### src/rtl/switch_status_tx_if.sv
// Signal bundle between the switch-status transmitter and its board/host side:
// raw switch inputs and host request in, UART line and status lines out.
interface switch_status_tx_if;
    logic [19:0] IN;
    logic        req;
    logic        TX;
    logic        busy;
    logic        OUT;
    logic        LED;

    modport master (output IN, output req, input TX, input busy, input OUT, input LED);
    modport slave  (input IN, input req, output TX, output busy, output OUT, output LED);
endinterface

### src/rtl/switch_status_tx.sv
// Synchronises and debounces 20 limit switches and sends them to the host as a UART frame.
// Define SWITCH_TX_HEADER_EN to prefix every frame with a 0xA5 sync byte.
module switch_status_tx #(
    parameter int CLKS_PER_BIT    = 434,
    parameter int DEBOUNCE_CYCLES = 50000
) (
    input  logic              clk,
    input  logic              rst,
    switch_status_tx_if.slave bus
);
`ifdef SWITCH_TX_HEADER_EN
    localparam int NUM_BYTES = 4;
`else
    localparam int NUM_BYTES = 3;
`endif
    localparam int BW = $clog2(CLKS_PER_BIT);
    localparam int DW = $clog2(DEBOUNCE_CYCLES);
    localparam logic [BW-1:0] BIT_LAST  = BW'(CLKS_PER_BIT - 1);
    localparam logic [DW-1:0] DEB_LAST  = DW'(DEBOUNCE_CYCLES - 1);
    localparam logic [1:0]    BYTE_LAST = 2'(NUM_BYTES - 1);

    typedef enum logic [1:0] {IDLE, START, DATA, STOP} state_e;

    logic [19:0]   meta_q, sync_q, sync_dly_q, deb_q, deb_d;
    logic [DW-1:0] cnt_q;
    logic          chg_q, out_q, stable;

    // Accept only when the synchronised vector is still unchanged on the accepting cycle,
    // so a saturated counter cannot let a fresh edge straight through.
    assign stable = (sync_q == sync_dly_q);

    always_comb begin
        deb_d = deb_q;
        if (stable && cnt_q == DEB_LAST) deb_d = sync_q;
    end

    // NOTE: sequential state uses non-blocking assignments so every flop samples pre-edge values.
    always_ff @(posedge clk) begin
        if (rst) begin
            meta_q     <= '0;
            sync_q     <= '0;
            sync_dly_q <= '0;
            cnt_q      <= '0;
            deb_q      <= '0;
            chg_q      <= 1'b0;
            out_q      <= 1'b0;
        end else begin
            meta_q     <= bus.IN;
            sync_q     <= meta_q;
            sync_dly_q <= sync_q;
            if (!stable)               cnt_q <= '0;
            else if (cnt_q != DEB_LAST) cnt_q <= cnt_q + DW'(1);
            deb_q      <= deb_d;
            chg_q      <= (deb_d != deb_q);
            out_q      <= &deb_d;
        end
    end

    state_e        state_q, state_d;
    logic [BW-1:0] clk_cnt_q, clk_cnt_d;
    logic [2:0]    bit_q, bit_d;
    logic [1:0]    byte_q, byte_d;
    logic [7:0]    sh_q, sh_d, frame_byte;
    logic [19:0]   shadow_q, shadow_d;
    logic          tx_q, tx_d, busy_q, busy_d, pend_q, pend_d, launch, bit_end;

    assign bit_end = (clk_cnt_q == BIT_LAST);

    always_comb begin
        frame_byte = 8'h00;
        case (byte_q)
`ifdef SWITCH_TX_HEADER_EN
            2'd0: frame_byte = 8'hA5;
            2'd1: frame_byte = shadow_q[7:0];
            2'd2: frame_byte = shadow_q[15:8];
            2'd3: frame_byte = {&shadow_q, 3'b000, shadow_q[19:16]};
`else
            2'd0:    frame_byte = shadow_q[7:0];
            2'd1:    frame_byte = shadow_q[15:8];
            2'd2:    frame_byte = {&shadow_q, 3'b000, shadow_q[19:16]};
            default: frame_byte = 8'h00;
`endif
        endcase
    end

    // NOTE: every output of this block gets a default first, so no path can infer a latch.
    always_comb begin
        state_d   = state_q;
        clk_cnt_d = bit_end ? '0 : clk_cnt_q + BW'(1);
        bit_d     = bit_q;
        byte_d    = byte_q;
        sh_d      = sh_q;
        shadow_d  = shadow_q;
        launch    = 1'b0;
        case (state_q)
            IDLE: begin
                clk_cnt_d = '0;
                if (pend_q) begin
                    state_d  = START;
                    byte_d   = '0;
                    shadow_d = deb_q;
                    launch   = 1'b1;
                end
            end
            START: begin
                if (bit_end) begin
                    state_d = DATA;
                    bit_d   = '0;
                    sh_d    = frame_byte;
                end
            end
            DATA: begin
                if (bit_end) begin
                    sh_d  = sh_q >> 1;
                    bit_d = bit_q + 3'd1;
                    if (bit_q == 3'd7) state_d = STOP;
                end
            end
            STOP: begin
                if (bit_end) begin
                    if (byte_q == BYTE_LAST) begin
                        byte_d = '0;
                        if (pend_q) begin
                            state_d  = START;
                            shadow_d = deb_q;
                            launch   = 1'b1;
                        end else begin
                            state_d = IDLE;
                        end
                    end else begin
                        byte_d  = byte_q + 2'd1;
                        state_d = START;
                    end
                end
            end
            default: state_d = IDLE;
        endcase

        // A trigger landing on the launch cycle survives and yields one follow-up frame.
        pend_d = (pend_q & ~launch) | bus.req | chg_q;

        tx_d = 1'b1;
        if (state_d == START)     tx_d = 1'b0;
        else if (state_d == DATA) tx_d = sh_d[0];
        busy_d = (state_d != IDLE);
    end

    always_ff @(posedge clk) begin
        if (rst) begin
            state_q   <= IDLE;
            clk_cnt_q <= '0;
            bit_q     <= '0;
            byte_q    <= '0;
            sh_q      <= '0;
            shadow_q  <= '0;
            pend_q    <= 1'b0;
            tx_q      <= 1'b1;
            busy_q    <= 1'b0;
        end else begin
            state_q   <= state_d;
            clk_cnt_q <= clk_cnt_d;
            bit_q     <= bit_d;
            byte_q    <= byte_d;
            sh_q      <= sh_d;
            shadow_q  <= shadow_d;
            pend_q    <= pend_d;
            tx_q      <= tx_d;
            busy_q    <= busy_d;
        end
    end

    assign bus.TX   = tx_q;
    assign bus.busy = busy_q;
    assign bus.OUT  = out_q;
    assign bus.LED  = out_q;
endmodule

### src/flat_wrapper.sv
// flat-port wrapper written by rule: the top's interface ports become plain ports
module switch_status_tx_flat 
#(
    parameter int CLKS_PER_BIT    = 434,
    parameter int DEBOUNCE_CYCLES = 50000
)
  (clk, rst, bus_IN, bus_req, bus_TX, bus_busy, bus_OUT, bus_LED);
  switch_status_tx_if bus_i ();
  input  logic clk;
  input  logic rst;
  input wire logic [$bits(bus_i.IN)-1:0] bus_IN;
  input wire logic [$bits(bus_i.req)-1:0] bus_req;
  output wire logic [$bits(bus_i.TX)-1:0] bus_TX;
  output wire logic [$bits(bus_i.busy)-1:0] bus_busy;
  output wire logic [$bits(bus_i.OUT)-1:0] bus_OUT;
  output wire logic [$bits(bus_i.LED)-1:0] bus_LED;
  assign bus_i.IN = bus_IN;
  assign bus_i.req = bus_req;
  assign bus_TX = bus_i.TX;
  assign bus_busy = bus_i.busy;
  assign bus_OUT = bus_i.OUT;
  assign bus_LED = bus_i.LED;
  switch_status_tx #(.CLKS_PER_BIT(CLKS_PER_BIT), .DEBOUNCE_CYCLES(DEBOUNCE_CYCLES)) u_core (.clk(clk), .rst(rst), .bus(bus_i));
endmodule
### config.mk
export PLATFORM = sky130hd
export DESIGN_NAME = switch_status_tx_flat
export DESIGN_NICKNAME = d
export VERILOG_FILES = /design/src/rtl/switch_status_tx_if.sv /design/src/rtl/switch_status_tx.sv /design/src/flat_wrapper.sv
export SDC_FILE = /design/constraint.sdc
export NUM_CORES = 1
export LEC_CHECK = 0
export CORE_MARGIN = 2
export CORE_UTILIZATION = 50
export DETAILED_ROUTE_END_ITERATION = 7
export PLACE_DENSITY = 0.66
export SYNTH_ARGS = -nofsm -noshare
export SYNTH_HDL_FRONTEND = slang
export SYNTH_SLANG_ARGS = --single-unit
### constraint.sdc
create_clock -name clk -period 2.9 [get_ports clk]
set_input_delay 0.29 -clock clk [delete_from_list [all_inputs] [get_ports clk]]
set_output_delay 0.29 -clock clk [all_outputs]
set_load 0.01 [all_outputs]
==> summary.txt, run 1 <==
yosys + openroad results -> routability cong.=0.850, remaining antenna violation count=0, Levels on crit path=7, Hold WS=a little over 0.3 ns, DP Cell Count=approximately 740, Chip Footprint=12,800 µm², All-Layer GR Usage=between 10% and 20%, part of the cycle the worst path needs=between 80 and 90%, Post-Synthesis Cells=roughly 590, vias=between 4,000 and 5,000, fraction of area in multi-input gates=41.6%, GR Util met2=31.4%, worst path bufs/invs=1, endpoints failing setup=0, seq pwr=around 2.1 mW, num rows=39, worst path cell trace=inv_1, ha_1, and4_1, a31oi_1, or3_1, mux2i_1, nor2_1, cell type with the largest total area after synthesis=dfxtp_1, bufs w/o clock=31, reg-to-reg startpoint=u_core.clk_cnt_q[1], Synthesized registers=about 150, buffer share of cell area=under 10%, WL final=between 10 and 15 mm, Cell Type Count=around 52, crit path launch=u_core.clk_cnt_q[1], final instance area=between 6000 and 7000 µm², Post-route DRC=0, Hold Vio Cnt, Final=0, Crit. End Element=register, Synth Cell Area=between 5000 and 6000 µm², Total Power=about 4.5 mW, Synth Area in Compound Gates=a little under 5%, Critical R2R Capture=u_core.shadow_q[8], ClkCell Share=8.65%, status=complete, no violations, DR vias/cell=approximately 5.3, Routed met1 length=5.21 mm, Largest logic family=simple AND/OR/NAND/NOR gates, CP Max Fanout=20, initial drt markers=around 240
==> run_1/ff_map.png <==
(2 px per µm)
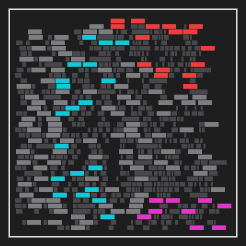
legend:
  u_core.cnt_q:
    colour: red
    sequential_cells: 16
  u_core.sync_dly_q:
    colour: cyan
    sequential_cells: 20
  u_core.clk_cnt_q:
    colour: magenta
    sequential_cells: 9
    where: bottom right
not coloured: 100
Final Core Density: 59.4%
flop share of the area: 42.4%

==> run_1/port_trees.png <==
(3 px per µm)
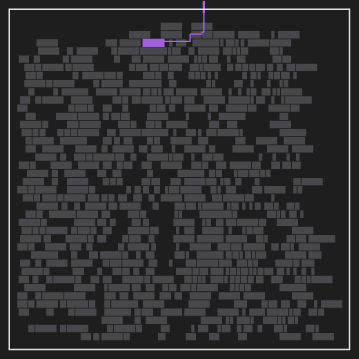
legend:
  bus_LED:
    colour: purple
    bits: 1
    direction: output
    edge: top
    end_cells: 1
    wire: 23.1 µm
I/O pin total: 27
PortBufs: 26

==> run_1/pinout.png <==
(2 px per µm) Pins as bars across the die edge, other pins in grey.
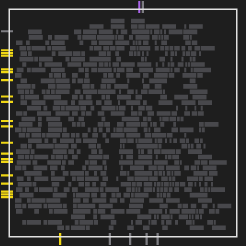
legend:
  bus_LED:
    colour: purple
    pins: 1
    direction: output
    edge: top
  bus_IN:
    colour: yellow
    pins: 20
    direction: input
    edge: 19 left, 1 bottom
all pins by edge: 20 left, 5 bottom, 2 top
Die Wd: 113 µm
Die Y-Extent: 113 µm

==> run_1/congestion_map.png <==
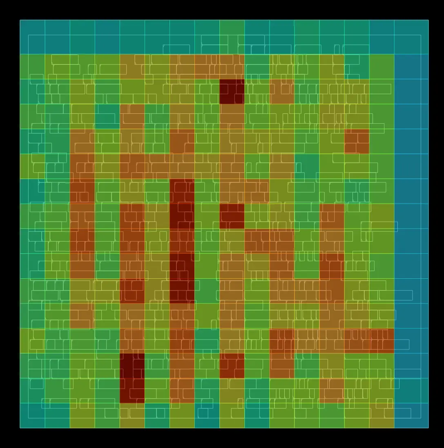
drt wl/cell: 14.6 µm
grt met1 use: 23.1%
most used routing layer: met2

==> run 2, diff against run 1 <==
clock period = 2.44 ns   (was 2.9 ns; I/O delays follow)
==> run_2/pinout.png <==
(2 px per µm) Pins as bars across the die edge, other pins in grey.
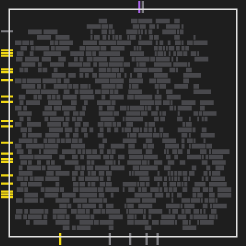
legend:
  bus_LED:
    colour: purple
    pins: 1
    direction: output
    edge: top
  bus_IN:
    colour: yellow
    pins: 20
    direction: input
    edge: 19 left, 1 bottom

==> run_2/congestion_map.png <==
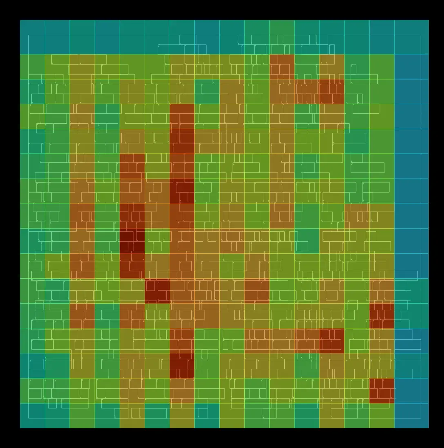
Final Core Density: 59.5%
met3 GRT Util: 5.09%

==> run 2 against run 1 <==
Net effect:
- synthesized area did not move
- largest cell class unchanged
- critical endpoint is now u_core.chg_q
- combinational power up 18%
- final area about the same
- setup slack worse by 0.20 ns
- clock skew shrank 0.0018 ns
- clock-buffer cell count up 3
- sequential power grew 19%
- highest routed layer unchanged
- first-iteration DRC count down 11%
==> summary.txt, run 2 <==
yosys + openroad results -> reg-to-reg startpoint=u_core.cnt_q[0], vias=4,097 (+0.94%), remaining antenna violation count=0 (unchanged), fraction of area in multi-input gates=41.5% (about the same), maxcap violations=0, Levels on crit path=6 (-1), Combinational Area=between 2000 and 3000 µm², final instance area=6850 µm² (about the same), DR vias/cell=5.31 (+0.54%), worst path bufs/invs=1 (unchanged), Hold WS=0.302 ns (-0.00784 ns), most used routing layer=met2, Synthesized registers=145 (unchanged), status=complete, no violations, Hold Vio Cnt, Final=0 (unchanged), WL final=11.5 mm (+2.3%), num rows=39 (unchanged), DP Cell Count=739 (+0.41%), I/O pin total=27 (unchanged), Routed met1 length=5.22 mm (+0.19%), endpoints failing setup=0 (unchanged), buffer share of cell area=4.64% (+0.33 points), drt wl/cell=14.9 µm (+2.0%), Crit. End Element=register, crit path launch=u_core.cnt_q[0], CP Max Fanout=22 (+10%), Post-route DRC=0 (unchanged), Die Wd=113 µm (unchanged), Total Power=5.23 mW (+17%), part of the cycle the worst path needs=87.8% (+4.9 points), Synth Cell Area=5940 µm² (unchanged), cell type with the largest total area after synthesis=dfxtp_1, Die Y-Extent=113 µm (unchanged), tool warnings=30, ClkCell Share=8.39% (-0.26 points), GR Util met2=31.1% (-0.28 points), Post-Synthesis Cells=588 (unchanged), bufs w/o clock=34 (+9.7%), Chip Footprint=12,800 µm² (unchanged), Synth Area in Compound Gates=4.83% (unchanged), Critical R2R Capture=u_core.chg_q, grt met1 use=22.1% (-1.1 points), most numerous logic cell after layout=dfxtp_1, initial drt markers=213 (-11%), worst path cell trace=ha_1, nand3_1, nor3_4, nand3_2, buf_4, a311oi_1, routability cong.=0.836 (-1.6%), Dominant Register Cell=dfxtp_1, PortBufs=26 (unchanged), All-Layer GR Usage=18.8% (-0.19 points)
==> run_2/ff_map.png <==
(2 px per µm)
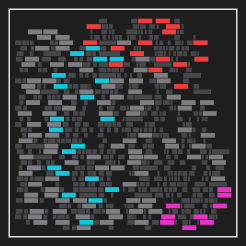
legend:
  u_core.sync_dly_q:
    colour: cyan
    sequential_cells: 20
  u_core.clk_cnt_q:
    colour: magenta
    sequential_cells: 9
    where: bottom right
  u_core.cnt_q:
    colour: red
    sequential_cells: 16
not coloured: 100
seq pwr: 2.46 mW
flop share of the area: 42.4%
Reg area: 2900 µm²

Power figures rest on the tool's default switching activity, not on a simulated workload.
